power_grid.png
Bar = 50 µm. Pins as bars on the die edge.
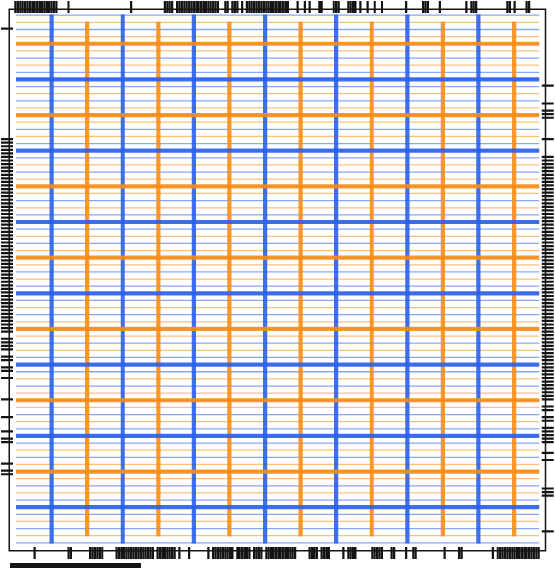
placement_by_type.png
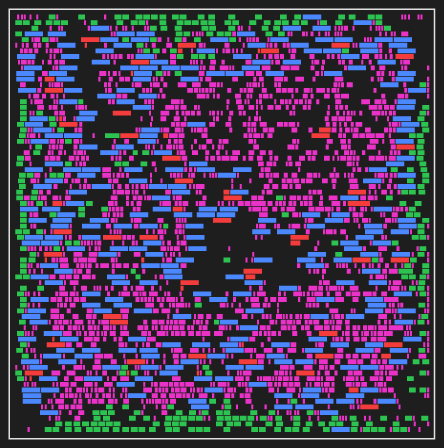
clk_routes.png
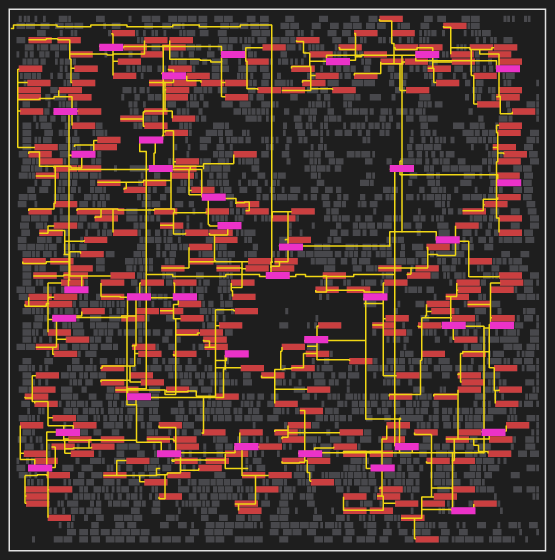
wires.png
Bar = 50 µm.
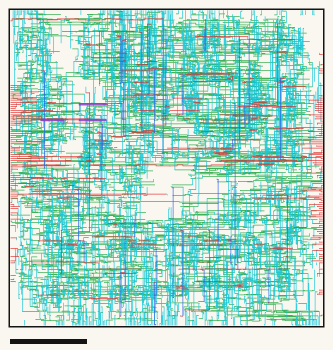
$ cat config.mk
export PLATFORM = sky130hd
export DESIGN_NAME = ddr_bw_ctrl_gen_flat
export DESIGN_NICKNAME = d
export VERILOG_FILES = /design/src/rtl/ddr_bw_ctrl_gen_if.sv /design/src/rtl/ddr_bw_ctrl_gen.sv /design/src/flat_wrapper.sv
export SDC_FILE = /design/constraint.sdc
export NUM_CORES = 1
export LEC_CHECK = 0
export CAP_MARGIN = 20
export CORE_AREA = 2 2 202 204
export DETAILED_ROUTE_END_ITERATION = 10
export DIE_AREA = 0 0 204 206
export HOLD_SLACK_MARGIN = 0.03
export PLACE_DENSITY_LB_ADDON = 0.15
export SYNTH_ARGS = -nofsm -noshare
export SYNTH_HDL_FRONTEND = slang
export SYNTH_SLANG_ARGS = --single-unit
export TNS_END_PERCENT = 1
$ cat constraint.sdc
create_clock -name clk -period 10.1 [get_ports clk]
set_input_delay 2.02 -clock clk [delete_from_list [all_inputs] [get_ports clk]]
set_output_delay 2.02 -clock clk [all_outputs]
set_load 0.05 [all_outputs]
$ cat src/rtl/ddr_bw_ctrl_gen_if.sv
// Register-level bundle between the DDR bandwidth sequencer, the PS config registers and the AXI masters.
// MAXLAT_REG is present only when DDR_BW_MAXLAT_EN is defined.
interface ddr_bw_ctrl_gen_if #(
   parameter int ADDR_W  = 32,
   parameter int CNT_W   = 32,
   parameter int TIMER_W = 32,
   parameter int LEN_W   = 8
);
   logic               START_REG;
   logic [1:0]         MODE_REG;
   logic [ADDR_W-1:0]  DDR_BASEADDR_REG;
   logic [ADDR_W-1:0]  STRIDE_REG;
   logic [ADDR_W-1:0]  WRAP_REG;
   logic [CNT_W-1:0]   NTRANS_REG;
   logic [LEN_W-1:0]   LEN_REG;

   logic               RSTART_REG;
   logic [ADDR_W-1:0]  RADDR_REG;
   logic [31:0]        RLENGTH_REG;
   logic               RIDLE_REG;
   logic               WSTART_REG;
   logic [ADDR_W-1:0]  WADDR_REG;
   logic [31:0]        WNBURST_REG;

   logic               BUSY_REG;
   logic               DONE_REG;
   logic [1:0]         ERR_REG;
   logic [TIMER_W-1:0] CYCLES_REG;
   logic [CNT_W-1:0]   RCNT_REG;
   logic [CNT_W-1:0]   WCNT_REG;
`ifdef DDR_BW_MAXLAT_EN
   logic [TIMER_W-1:0] MAXLAT_REG;
`endif

   modport master (
      input  START_REG, MODE_REG, DDR_BASEADDR_REG, STRIDE_REG, WRAP_REG, NTRANS_REG, LEN_REG,
      input  RIDLE_REG,
      output RSTART_REG, RADDR_REG, RLENGTH_REG, WSTART_REG, WADDR_REG, WNBURST_REG,
      output BUSY_REG, DONE_REG, ERR_REG, CYCLES_REG, RCNT_REG, WCNT_REG
`ifdef DDR_BW_MAXLAT_EN
      , output MAXLAT_REG
`endif
   );

   modport slave (
      output START_REG, MODE_REG, DDR_BASEADDR_REG, STRIDE_REG, WRAP_REG, NTRANS_REG, LEN_REG,
      output RIDLE_REG,
      input  RSTART_REG, RADDR_REG, RLENGTH_REG, WSTART_REG, WADDR_REG, WNBURST_REG,
      input  BUSY_REG, DONE_REG, ERR_REG, CYCLES_REG, RCNT_REG, WCNT_REG
`ifdef DDR_BW_MAXLAT_EN
      , input MAXLAT_REG
`endif
   );
endinterface

$ cat src/rtl/ddr_bw_ctrl_gen.sv
// DDR bandwidth-test sequencer: issues read/write/alternating bursts to the AXI register masters and times the run.
// Define DDR_BW_MAXLAT_EN to add MAXLAT_REG (worst ISSUE-to-completion latency of the run).
module ddr_bw_ctrl_gen #(
   parameter int ADDR_W  = 32,
   parameter int CNT_W   = 32,
   parameter int TIMER_W = 32,
   parameter int LEN_W   = 8,
   parameter int TIMEOUT = 4096
) (
   input  logic              clk,
   input  logic              rst,
   ddr_bw_ctrl_gen_if.master bus
);

   localparam int TO_W = $clog2(TIMEOUT + 1);

   typedef enum logic [2:0] {
      S_IDLE, S_ARM, S_ISSUE, S_WAIT_BUSY, S_WAIT_IDLE, S_NEXT, S_DONE, S_ERR
   } state_t;

   state_t             r_state, w_next;
   logic               r_start_s1, r_start_s2, r_start_prev;
   logic [1:0]         r_mode;
   logic [ADDR_W-1:0]  r_base, r_stride, r_wrap, r_offset;
   logic [CNT_W-1:0]   r_ntrans, r_rcnt, r_wcnt;
   logic [LEN_W-1:0]   r_len;
   logic [TIMER_W-1:0] r_cycles;
   logic [1:0]         r_err;
   logic               r_toggle, r_wbusy, r_wlow;
   logic [TO_W-1:0]    r_wait;

   logic               w_start_rise, w_is_write, w_widle, w_idle, w_timeout, w_in_wait, w_counting;
   logic [CNT_W-1:0]   w_done_cnt;
   logic [ADDR_W-1:0]  w_offset_inc, w_offset_nxt, w_addr;
   logic [TIMER_W-1:0] w_cycles_inc;

   assign w_start_rise = r_start_s2 & ~r_start_prev;
   assign w_is_write   = (r_mode == 2'd1) | ((r_mode == 2'd2) & r_toggle);
   // The write master's completion comes back on the shared idle line; busy spans WSTART to that rise.
   assign w_widle      = ~r_wbusy | (r_wlow & bus.RIDLE_REG);
   assign w_idle       = w_is_write ? w_widle : bus.RIDLE_REG;
   assign w_timeout    = (r_wait == TO_W'(TIMEOUT - 1));
   assign w_in_wait    = (r_state == S_WAIT_BUSY) | (r_state == S_WAIT_IDLE);
   assign w_counting   = (r_state == S_ISSUE) | w_in_wait | (r_state == S_NEXT);
   assign w_done_cnt   = r_rcnt + r_wcnt;
   assign w_offset_inc = r_offset + r_stride;
   assign w_offset_nxt = ((r_wrap != '0) && (w_offset_inc >= r_wrap)) ? '0 : w_offset_inc;
   assign w_addr       = r_base + r_offset;
   assign w_cycles_inc = (&r_cycles) ? r_cycles : r_cycles + TIMER_W'(1);

   always_ff @(posedge clk or posedge rst) begin
      if (rst) begin
         // NOTE: the synchroniser presets high so a START held across reset is not mistaken for a new edge.
         r_start_s1   <= 1'b1;
         r_start_s2   <= 1'b1;
         r_start_prev <= 1'b1;
      end else begin
         r_start_s1   <= bus.START_REG;
         r_start_s2   <= r_start_s1;
         r_start_prev <= r_start_s2;
      end
   end

   always_ff @(posedge clk or posedge rst) begin
      if (rst) r_state <= S_IDLE;
      else     r_state <= w_next;
   end

   always_comb begin
      // NOTE: default first so every path assigns w_next and no latch is inferred.
      w_next = r_state;
      case (r_state)
         S_IDLE:      if (w_start_rise) w_next = S_ARM;
         S_ARM: begin
            if (bus.MODE_REG == 2'd3)         w_next = S_ERR;
            else if (bus.NTRANS_REG == '0)    w_next = S_DONE;
            else                              w_next = S_ISSUE;
         end
         S_ISSUE:     w_next = S_WAIT_BUSY;
         S_WAIT_BUSY: begin
            if (!w_idle)        w_next = S_WAIT_IDLE;
            else if (w_timeout) w_next = S_ERR;
         end
         S_WAIT_IDLE: begin
            if (w_idle)         w_next = S_NEXT;
            else if (w_timeout) w_next = S_ERR;
         end
         S_NEXT:      w_next = (w_done_cnt == r_ntrans) ? S_DONE : S_ISSUE;
         S_DONE, S_ERR: if (!r_start_s2) w_next = S_IDLE;
         default:     w_next = S_IDLE;
      endcase
   end

   always_ff @(posedge clk or posedge rst) begin
      if (rst) begin
         r_mode   <= '0;
         r_base   <= '0;
         r_stride <= '0;
         r_wrap   <= '0;
         r_ntrans <= '0;
         r_len    <= '0;
         r_offset <= '0;
         r_toggle <= 1'b0;
         r_rcnt   <= '0;
         r_wcnt   <= '0;
         r_cycles <= '0;
         r_err    <= '0;
         r_wait   <= '0;
      end else begin
         if (r_state == S_ARM) begin
            r_mode   <= bus.MODE_REG;
            r_base   <= bus.DDR_BASEADDR_REG;
            r_stride <= bus.STRIDE_REG;
            r_wrap   <= bus.WRAP_REG;
            r_ntrans <= bus.NTRANS_REG;
            r_len    <= bus.LEN_REG;
            r_offset <= '0;
            r_toggle <= 1'b0;
            r_rcnt   <= '0;
            r_wcnt   <= '0;
            r_cycles <= '0;
            r_err    <= (bus.MODE_REG == 2'd3) ? 2'd1 : 2'd0;
         end
         if ((r_state == S_NEXT) && (w_next == S_ISSUE)) begin
            r_offset <= w_offset_nxt;
            if (r_mode == 2'd2) r_toggle <= ~r_toggle;
         end
         if (w_counting) r_cycles <= w_cycles_inc;
         if ((r_state == S_WAIT_IDLE) && w_idle) begin
            if (w_is_write) r_wcnt <= r_wcnt + CNT_W'(1);
            else            r_rcnt <= r_rcnt + CNT_W'(1);
         end
         if (w_in_wait && (w_next == S_ERR)) r_err <= 2'd2;
         if (w_in_wait && (w_next == r_state)) r_wait <= r_wait + TO_W'(1);
         else                                  r_wait <= '0;
      end
   end

   always_ff @(posedge clk or posedge rst) begin
      if (rst) begin
         r_wbusy <= 1'b0;
         r_wlow  <= 1'b0;
      end else if (r_state == S_ARM) begin
         r_wbusy <= 1'b0;
         r_wlow  <= 1'b0;
      end else if ((r_state == S_ISSUE) && w_is_write) begin
         r_wbusy <= 1'b1;
         r_wlow  <= 1'b0;
      end else if (r_wbusy) begin
         if (!bus.RIDLE_REG) r_wlow  <= 1'b1;
         else if (r_wlow)    r_wbusy <= 1'b0;
      end
   end

`ifdef DDR_BW_MAXLAT_EN
   logic [TIMER_W-1:0] r_lat, r_maxlat, w_lat_inc;

   assign w_lat_inc = (&r_lat) ? r_lat : r_lat + TIMER_W'(1);

   // Latency counts the ISSUE cycle through the cycle the completion is seen, inclusive.
   always_ff @(posedge clk or posedge rst) begin
      if (rst) begin
         r_lat    <= '0;
         r_maxlat <= '0;
      end else begin
         if (r_state == S_ARM)   r_maxlat <= '0;
         if (r_state == S_ISSUE) r_lat    <= TIMER_W'(1);
         else if (w_in_wait)     r_lat    <= w_lat_inc;
         if ((r_state == S_WAIT_IDLE) && w_idle && (w_lat_inc > r_maxlat)) r_maxlat <= w_lat_inc;
      end
   end

   assign bus.MAXLAT_REG = r_maxlat;
`endif

   assign bus.RSTART_REG  = (r_state == S_ISSUE) & ~w_is_write;
   assign bus.WSTART_REG  = (r_state == S_ISSUE) &  w_is_write;
   assign bus.RADDR_REG   = w_addr;
   assign bus.WADDR_REG   = w_addr;
   assign bus.RLENGTH_REG = 32'(r_len);
   assign bus.WNBURST_REG = 32'(r_len);
   assign bus.BUSY_REG    = (r_state == S_ARM) | w_counting;
   assign bus.DONE_REG    = (r_state == S_DONE);
   assign bus.ERR_REG     = r_err;
   assign bus.CYCLES_REG  = r_cycles;
   assign bus.RCNT_REG    = r_rcnt;
   assign bus.WCNT_REG    = r_wcnt;

endmodule

$ cat src/flat_wrapper.sv
// flat-port wrapper written by rule: the top's interface ports become plain ports
module ddr_bw_ctrl_gen_flat 
#(
   parameter int ADDR_W  = 32,
   parameter int CNT_W   = 32,
   parameter int TIMER_W = 32,
   parameter int LEN_W   = 8,
   parameter int TIMEOUT = 4096
)
  (clk, rst, bus_START_REG, bus_MODE_REG, bus_DDR_BASEADDR_REG, bus_STRIDE_REG, bus_WRAP_REG, bus_NTRANS_REG, bus_LEN_REG, bus_RIDLE_REG, bus_RSTART_REG, bus_RADDR_REG, bus_RLENGTH_REG, bus_WSTART_REG, bus_WADDR_REG, bus_WNBURST_REG, bus_BUSY_REG, bus_DONE_REG, bus_ERR_REG, bus_CYCLES_REG, bus_RCNT_REG, bus_WCNT_REG);
  ddr_bw_ctrl_gen_if #(.ADDR_W(ADDR_W), .CNT_W(CNT_W), .TIMER_W(TIMER_W), .LEN_W(LEN_W)) bus_i ();
  input  logic clk;
  input  logic rst;
  input wire logic [$bits(bus_i.START_REG)-1:0] bus_START_REG;
  input wire logic [$bits(bus_i.MODE_REG)-1:0] bus_MODE_REG;
  input wire logic [$bits(bus_i.DDR_BASEADDR_REG)-1:0] bus_DDR_BASEADDR_REG;
  input wire logic [$bits(bus_i.STRIDE_REG)-1:0] bus_STRIDE_REG;
  input wire logic [$bits(bus_i.WRAP_REG)-1:0] bus_WRAP_REG;
  input wire logic [$bits(bus_i.NTRANS_REG)-1:0] bus_NTRANS_REG;
  input wire logic [$bits(bus_i.LEN_REG)-1:0] bus_LEN_REG;
  input wire logic [$bits(bus_i.RIDLE_REG)-1:0] bus_RIDLE_REG;
  output wire logic [$bits(bus_i.RSTART_REG)-1:0] bus_RSTART_REG;
  output wire logic [$bits(bus_i.RADDR_REG)-1:0] bus_RADDR_REG;
  output wire logic [$bits(bus_i.RLENGTH_REG)-1:0] bus_RLENGTH_REG;
  output wire logic [$bits(bus_i.WSTART_REG)-1:0] bus_WSTART_REG;
  output wire logic [$bits(bus_i.WADDR_REG)-1:0] bus_WADDR_REG;
  output wire logic [$bits(bus_i.WNBURST_REG)-1:0] bus_WNBURST_REG;
  output wire logic [$bits(bus_i.BUSY_REG)-1:0] bus_BUSY_REG;
  output wire logic [$bits(bus_i.DONE_REG)-1:0] bus_DONE_REG;
  output wire logic [$bits(bus_i.ERR_REG)-1:0] bus_ERR_REG;
  output wire logic [$bits(bus_i.CYCLES_REG)-1:0] bus_CYCLES_REG;
  output wire logic [$bits(bus_i.RCNT_REG)-1:0] bus_RCNT_REG;
  output wire logic [$bits(bus_i.WCNT_REG)-1:0] bus_WCNT_REG;
  assign bus_i.START_REG = bus_START_REG;
  assign bus_i.MODE_REG = bus_MODE_REG;
  assign bus_i.DDR_BASEADDR_REG = bus_DDR_BASEADDR_REG;
  assign bus_i.STRIDE_REG = bus_STRIDE_REG;
  assign bus_i.WRAP_REG = bus_WRAP_REG;
  assign bus_i.NTRANS_REG = bus_NTRANS_REG;
  assign bus_i.LEN_REG = bus_LEN_REG;
  assign bus_i.RIDLE_REG = bus_RIDLE_REG;
  assign bus_RSTART_REG = bus_i.RSTART_REG;
  assign bus_RADDR_REG = bus_i.RADDR_REG;
  assign bus_RLENGTH_REG = bus_i.RLENGTH_REG;
  assign bus_WSTART_REG = bus_i.WSTART_REG;
  assign bus_WADDR_REG = bus_i.WADDR_REG;
  assign bus_WNBURST_REG = bus_i.WNBURST_REG;
  assign bus_BUSY_REG = bus_i.BUSY_REG;
  assign bus_DONE_REG = bus_i.DONE_REG;
  assign bus_ERR_REG = bus_i.ERR_REG;
  assign bus_CYCLES_REG = bus_i.CYCLES_REG;
  assign bus_RCNT_REG = bus_i.RCNT_REG;
  assign bus_WCNT_REG = bus_i.WCNT_REG;
  ddr_bw_ctrl_gen #(.ADDR_W(ADDR_W), .CNT_W(CNT_W), .TIMER_W(TIMER_W), .LEN_W(LEN_W), .TIMEOUT(TIMEOUT)) u_core (.clk(clk), .rst(rst), .bus(bus_i));
endmodule
==> flow_summary.yaml <==
# implementation run metrics
critical_path:
  crit_start: "u_core.r_offset[0]$_DFFE_PP0P_"
  crit_chain: "ha_1 > inv_1 > fa_1 > nor2b_1 > o31ai_1 > a2111oi_0 > o31a_1 > a41o_1 > a21oi_1 > a21oi_1 > a21o_1 > a21oi_1 > xnor2_1 > clkdlybuf4s50_1"
  worstPathMaxFanout: 4
  r2r_slack_ns: 4.88
  critPathTopFamily: "AND-OR/OR-AND gates"
  required_ns: 8.08
  reg2reg_to: "u_core.r_offset[1]$_DFFE_PP0P_"
  r2r-start: "u_core.r_offset[4]$_DFFE_PP0P_"
  path_buffers: 2
  startpoint_type: "flop"
  slowest_stage: "clkdlybuf4s50_1"
  arrival_ns: 5.00
  critPathKind: "reg2out"
  worst-path-stages: 14
  slowest_delay_ns: 0.85
  reg2reg_depth: 21
  crit_path_end_kind: "output port"
  cpMostUsedCell: "a21oi_1"
  crit_path_end: "bus_RADDR_REG[30]"
routing:
  viasPerCell: 5.55
  met2_length_um: 23900
  wl_met3_um: 3520
  top_layer: "met5"
  wl_per_cell_um: 18.0
  wl_met1_um: 25000
  final_antenna_net_count: 0
  drt_first_pass_iters: 8
  first_iter_violations: 955
  wl_um: 54200
  dr_total_vias: 16800
  drc_errors: 0
final_timing:
  skew_ns: 0.0107
  setup_viol: 0
  fin_hold_ws_ns: 0.361
  rsz0062_at_grt: "no"
  worstMarginPinSlew_ns: 1.03
  hold_violations: 0
  max_freq_mhz: 142
  fin_crit_sh_pct: 69.5
  setup_slack_ns: 3.08
  relSlewSlack_pct: 31.4
  period_minus_slack_ns: 7.02
  finalMaxSlewViolations: 0
  final.setup.tns_ns: 0
floorplanning:
  fp_util_pct: 46.9
  die_w_um: 204
  fp.dieArea_um2: 42000
  rows: 74
  chipHeight_um: 206
  n_tap_cell: 532
  io_pins: 372
synthesis:
  yosysTopAreaCellShare_pct: 38.1
  synthFlopType: "dfrtp_1"
  avgSynthCellArea_um2: 8.53
  synth.largest_area_cell: "dfrtp_1"
  xor_area_share_pct: 6.97
  ys_top_cells_by_count: "479 x nand2_1, 287 x dfrtp_1, 139 x nor2_1"
  synth_cells: 2211
  ys_sh_adder_pct: 8.95
  logic_family: "simple AND/OR/NAND/NOR gates"
  synth.distinct_cells: 78
  yosysWarnings: 0
  edf_count: 0
  async_flop_share_pct: 100
  muxShareOfSynthArea_pct: 1.02
  synth-simple-area-share_pct: 22.4
  numSynthFlops: 290
  yosys_area_um2: 18900
  top_cells_by_area: "dfrtp_1 38%, nand2_1 9.5%, ha_1 8.6%, xnor2_1 3.9%, buf_4 3.5%"
  synth_seq_share_pct: 38.5
  yosys_cells: 2211
  syn_area_um2: 18900
  synth_dominant_cell_count: "nand2_1"
job:
  cap_viol_max_count: 0
  tool_warnings: 35
hold_path:
  hold_path_end: "u_core.r_start_s2$_DFF_PP1_"
  hold_path.class: "reg2reg"
cells_and_area:
  nNonClkBuffers: 331
  final_cells: 3019
  area_growth_pct: 23.1
  largestClassByArea: "combinational gates"
  n_fill_cell: 3641
  seq_area_um2: 7260
  nNetsFinal: 2737
  comb_area_share_pct: 45.4
  seq-cell-share_pct: 31.3
  inverters_excl_clock: 67
  drive_gt1_share_pct: 3.30
  layout_top_cells: "479 x nand2_1, 323 x clkdlybuf4s50_1, 287 x dfrtp_1"
  layout.cells.most_common: "nand2_1"
  nFlopsAndLatches: 290
  logic_gates: 1736
  clockBufferCount: 54
  n_antenna_cell: 1
  buf_share_pct: 14.3
global_routing:
  use_met3_pct: 5.38
  grt_usage_pct: 25.6
  overflow: 0
  grt.met2_usage_pct: 39.2
  antenna_found_initial: 4
  grt_pass1_wl_um: 85900
  busiest_layer: "met2"
  grt_pass1_vias: 15900
pwr:
  power.share.clock_pct: 17.0
  p_sw_share_pct: 48.7
  ir_drop_uv: 370
  power_clock_uw: 1270
  p_int_uw: 3840
  comb-power_uw: 4390
  power.group.top: "combinational logic"
  p_leak_uw: 0.0107
  p_per_area_nw_per_um2: 323
  power_sequential_uw: 1820
  seqPwrFrac_pct: 24.3
  fin_total_pwr_uw: 7490
  switchingPower_uw: 3650
clock_network:
  cts_tree: "done"
  cts_root_buf: "clkbuf_16"
  cts-htree-levels: 2
  cts-buffers-inserted: 36
  cts_setup_buffers: 0
  post_cts_resized: 0
  cts_hold_buffers: 0
  clkSlewWorstSetupHoldPaths_ns: 0.06
  max-clock-path-buffers: 3
  clock.latency.late_pin_ns: 0.55
  clock_sinks: 290
status:
  status: "completed"
placed_design:
  gp_congestion: 0.915
  placed_cell_area_um2: 22000
  dp_cells: 2956
  pre_cts_slack_ns: 3.68
  port-buffer-count: 323
  hpwlAfterDp_um: 40300
Notes on power_grid.png above:
- VDD: orange
- VSS: blue
- met5 straps: 14
- signal pins: 372
- met4 straps: 14
- rows: 74

Notes on placement_by_type.png above:
- flops: blue (cells 290; share of their area 32%)
- combinational and other logic: magenta (cells 1803; share of their area 48%)
- clock drivers and dummy loads: red (cells 62; share of their area 5.2%)
- other buffers and delay cells: green (cells 331; share of their area 15%)
core area: 40200 µm²
final instance area: 23200 µm²

Notes on clk_routes.png above:
- clock wires: yellow (length 4310 µm)
- flip-flops: red (count 290)
- clock drivers: magenta (count 36)
- routed clock nets: 37
- flops lie: all over the die

Notes on wires.png above:
- metal 1: green (wire length 25.0 mm)
- metal 3: red (wire length 3520 µm)
- metal 4: blue (wire length 1730 µm)
- metal 2: cyan (wire length 23.9 mm)
- metal 5: purple (wire length 46.9 µm)

Power figures rest on the tool's default switching activity, not on a simulated workload.
